`config.mk`:
```
export PLATFORM = sky130hd
export DESIGN_NAME = bank_window_fetch
export DESIGN_NICKNAME = d
export VERILOG_FILES = /design/src/rtl/bank_window_fetch.sv
export SDC_FILE = /design/constraint.sdc
export NUM_CORES = 1
export LEC_CHECK = 0
export ABC_AREA = 1
export CAP_MARGIN = 25
export CORE_MARGIN = 1.5
export CORE_UTILIZATION = 43
export CTS_BUF_LIST = sky130_fd_sc_hd__clkbuf_4
export CTS_CLUSTER_SIZE = 40
export DETAILED_ROUTE_END_ITERATION = 6
export PLACE_DENSITY = 0.68
export SYNTH_ARGS = -nofsm -noshare
export SYNTH_HDL_FRONTEND = slang
export SYNTH_SLANG_ARGS = --single-unit
```
`constraint.sdc`:
```
create_clock -name clk -period 2.7 [get_ports clk]
set_input_delay 0.81 -clock clk [delete_from_list [all_inputs] [get_ports clk]]
set_output_delay 0.81 -clock clk [all_outputs]
set_load 0.02 [all_outputs]
```
`src/rtl/bank_window_fetch.sv`:
```
// Streams a sample segment out of one feature-memory bank and hands sliding
// KERNEL-sample windows (step STRIDE) to the PE array over valid/ready.
//
// state  | meaning
// IDLE   | waiting for start
// FETCH  | issuing bank reads and assembling windows
// FLUSH  | all reads issued; draining last read, hold entry and output slot
module bank_window_fetch #(
  parameter int ADDR_WIDTH = 13,
  parameter int DATA_WIDTH = 8,
  parameter int KERNEL     = 3,
  parameter int STRIDE     = 1
) (
  input  logic                         clk,
  input  logic                         rst,
  input  logic                         start,
  input  logic [ADDR_WIDTH-1:0]        base_addr,
  input  logic [ADDR_WIDTH-1:0]        length,
  output logic                         csen,
  output logic                         rdena,
  output logic [ADDR_WIDTH-1:0]        addr_a,
  input  logic [DATA_WIDTH-1:0]        data_a,
  output logic                         win_valid,
  input  logic                         win_ready,
  output logic [KERNEL*DATA_WIDTH-1:0] win_data,
  output logic                         busy,
  output logic                         done
);

  localparam int WW = KERNEL * DATA_WIDTH;
  localparam int CW = $clog2(KERNEL + 1);

  typedef enum logic [1:0] {S_IDLE, S_FETCH, S_FLUSH} state_t;

  state_t                r_state;
  state_t                w_next;
  logic [ADDR_WIDTH-1:0] r_base;
  logic [ADDR_WIDTH-1:0] r_len;
  logic [ADDR_WIDTH-1:0] r_rd_ptr;
  logic                  r_rd_pend;
  logic [WW-1:0]         r_sr;
  logic [CW-1:0]         r_cnt;
  logic [DATA_WIDTH-1:0] r_hold;
  logic                  r_hold_vld;
  logic                  r_win_valid;
  logic [WW-1:0]         r_win_data;
  logic                  r_done;

  logic                  w_slot_free;
  logic                  w_issue;
  logic                  w_start_ok;
  logic                  w_start_short;
  logic                  w_flush_done;
  logic                  w_complete;
  logic                  w_park;
  logic                  w_release;
  logic                  w_shift;
  logic                  w_emit;
  logic [DATA_WIDTH-1:0] w_sr_in;
  logic [WW-1:0]         w_sr_next;

  assign w_slot_free   = !r_win_valid || win_ready;
  assign w_start_ok    = (r_state == S_IDLE) && start && (length >= ADDR_WIDTH'(KERNEL));
  assign w_start_short = (r_state == S_IDLE) && start && (length < ADDR_WIDTH'(KERNEL));
  assign w_issue       = (r_state == S_FETCH) && (r_rd_ptr < r_len) && !r_hold_vld && w_slot_free;
  assign w_flush_done  = (r_state == S_FLUSH) && !r_rd_pend && !r_hold_vld && w_slot_free;

  // A held sample and a returning read never coexist: reads stop while the slot is blocked.
  assign w_complete = r_rd_pend && (r_cnt == CW'(1));
  assign w_park     = w_complete && !w_slot_free;
  assign w_release  = r_hold_vld && w_slot_free;
  assign w_shift    = (r_rd_pend && !w_park) || w_release;
  assign w_emit     = (w_complete && w_slot_free) || w_release;
  assign w_sr_in    = r_hold_vld ? r_hold : data_a;
  assign w_sr_next  = {w_sr_in, r_sr[WW-1:DATA_WIDTH]};

  always_comb begin
    w_next = r_state;
    case (r_state)
      S_IDLE:  if (w_start_ok) w_next = S_FETCH;
      S_FETCH: if (r_rd_ptr == r_len) w_next = S_FLUSH;
      S_FLUSH: if (w_flush_done) w_next = S_IDLE;
      default: w_next = S_IDLE;
    endcase
  end

  always_ff @(posedge clk) begin
    if (rst) begin
      r_state     <= S_IDLE;
      r_base      <= '0;
      r_len       <= '0;
      r_rd_ptr    <= '0;
      r_rd_pend   <= 1'b0;
      r_sr        <= '0;
      r_cnt       <= '0;
      r_hold      <= '0;
      r_hold_vld  <= 1'b0;
      r_win_valid <= 1'b0;
      r_win_data  <= '0;
      r_done      <= 1'b0;
    end else begin
      r_state   <= w_next;
      r_done    <= w_start_short || w_flush_done;
      r_rd_pend <= w_issue;

      if (w_start_ok) begin
        r_base     <= base_addr;
        r_len      <= length;
        r_rd_ptr   <= '0;
        r_cnt      <= CW'(KERNEL);
        r_sr       <= '0;
        r_hold_vld <= 1'b0;
      end else if (w_issue) begin
        r_rd_ptr <= r_rd_ptr + ADDR_WIDTH'(1);
      end

      if (r_rd_pend) begin
        if (w_complete) r_cnt <= CW'(STRIDE);
        else            r_cnt <= r_cnt - CW'(1);
      end

      if (w_shift) r_sr <= w_sr_next;

      if (w_park) begin
        r_hold     <= data_a;
        r_hold_vld <= 1'b1;
      end else if (w_release) begin
        r_hold_vld <= 1'b0;
      end

      if (w_emit) begin
        r_win_data  <= w_sr_next;
        r_win_valid <= 1'b1;
      end else if (win_ready) begin
        r_win_valid <= 1'b0;
      end
    end
  end

  assign busy      = (r_state != S_IDLE);
  assign csen      = busy;
  assign rdena     = w_issue;
  assign addr_a    = w_issue ? (r_base + r_rd_ptr) : '0;
  assign win_valid = r_win_valid;
  assign win_data  = r_win_data;
  assign done      = r_done;

endmodule

```
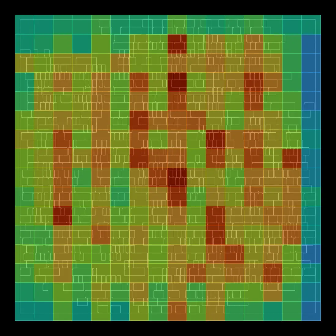
Fig. 1. Congestion heat map.
post-DR wirelength/cell: 13.8 um
met3 GRT Util: 5.10%
busiest grt layer: met2
met1 Use GR: 26.5%
Core Util, Final: 62.1%

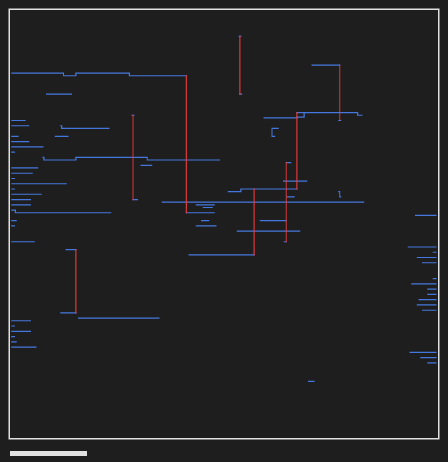
Fig. 2. Routed metal, one colour a layer.
The bar under the picture is 20 um long. Only two layers are drawn.
blue -> M3  # wire length 510 um
red -> M4  # wire length 160 um
GRT Total Usage: 22.2%
Detailed Route WL: 13500 um
vias: 4909

==> notes.md <==
fresh numbers from the pnr run: die height=about 110 um, register area=between 1500 and 2000 sq um, RSZ-0062 raised after global routing=yes, Post-synth ARST share=0%, Largest cells by area=dfxtp_1 38%, nand2_1 10%, nor2_1 9.8%, violated checks=setup timing, Final WS setup=-0.373 ns, leakage=~3 nW, die area=12200 sq um, clock slew at reported path FFs=0.16 ns, post-layout period usage of the worst path=114%, NumNets Final=899, ys flops=95, Seq/Total Area, Yosys=38.3%, Worst-Margin Slew=between 0.7 and 0.8 ns, VDD IR max=about 0.5 mV, Filler Cells Inserted=992, Inverters excl. clock=roughly 66, gpl congestion=0.846, setup violators final=14, Slew Viols, Final=0, Slowest-stage cell, CP=dfxtp_2, CP Launch Type=flip-flop, EDFF count, synth=0, mux frac, synth=0%, cell with the most instances after synthesis=nand2_1, HP Class=reg2reg, floorplan net count=753, Arrival @ worst endpoint=2.26 ns, FP Core Util=43.9%, clock network area share=just over 2%, non-clock buffer count=163, Top-area cell share=38.3%, met3 wire length=510 um, worst r2r dst=r_rd_ptr[1], vias in the first global route=4882, status=finished, violations left, Antenna Nets Post-Route=0, CLK BUF=9, hold depth=2
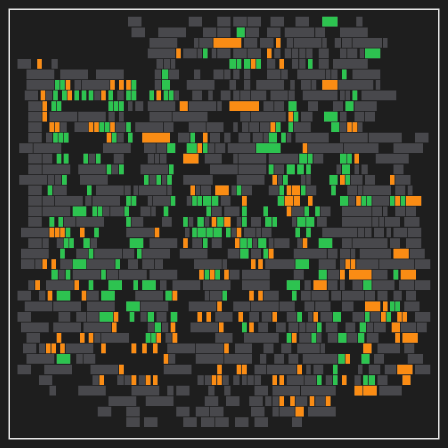
Fig. 3. Gate families picked out.
green -> nand cells  # cells 190
orange -> nor cells  # cells 143, where spread over the die
most common logic cell in the routed design: nand2_1
Non-Filler Instances: 981
Comb/total area: 43.5%

[power groups by stage]
stage               Clock [mW]  Sequential [mW]  Combinational (mW)
finish                   0.784             1.51               0.847
global route             0.854             1.52               0.924
CTS                      0.809             1.51               0.788
detailed placement           0             1.54               0.705
global placement             0             1.53               0.690
floorplan                    0             1.54               0.385
[metrics by stage]
step           util, %  total power [mW]  hold slack, ns
6_report          62.1              3.14           0.479
5_1_grt           62.1              3.30           0.499
4_1_cts           60.6              3.11           0.478
3_5_place_dp      56.0              2.24           0.456
3_3_place_gp      56.0              2.22           0.454
2_1_floorplan        -              1.93           0.435
[how the worst max path moves through the flow]
stage | start | to | slack [ns] | depth (start not counted)
6_report | r_rd_ptr[7] | addr_a[2] | -0.37 | 10
5_1_grt | r_rd_ptr[7] | addr_a[2] | -0.50 | 11
4_1_cts | r_rd_ptr[0] | addr_a[12] | -0.36 | 12
3_5_place_dp | win_ready | addr_a[12] | -0.70 | 8
3_3_place_gp | win_ready | addr_a[5] | -0.68 | 7
2_1_floorplan | r_rd_ptr[0] | addr_a[12] | 0.04 | 10
[cells in the final DEF (no fill, tap or decap), types with 13 or more instances in the layout]
cell type,synthesis,final
a21oi_1,49,39
a21oi_2,11,20
buf_4,3,79
buf_6,6,18
clkdlybuf4s50_1,0,65
dfxtp_1,95,82
ha_1,27,13
ha_4,0,14
inv_1,60,53
nand2_1,133,126
nand3_1,26,22
nand3_2,11,14
nand4_1,16,16
nor2_1,130,118
o21ai_0,57,53
[critical path: cells and delay by family (launching register included)]
kind / cells / cell delay (ns)
and+or+nand+nor: 5 / 0.58
buffers and inverters: 3 / 0.44
AOI/OAI and AO/OA: 1 / 0.13
adders and majority gates: 1 / 0.28
DFF: 1 / 0.37
Power and IR drop assume default switching activity.
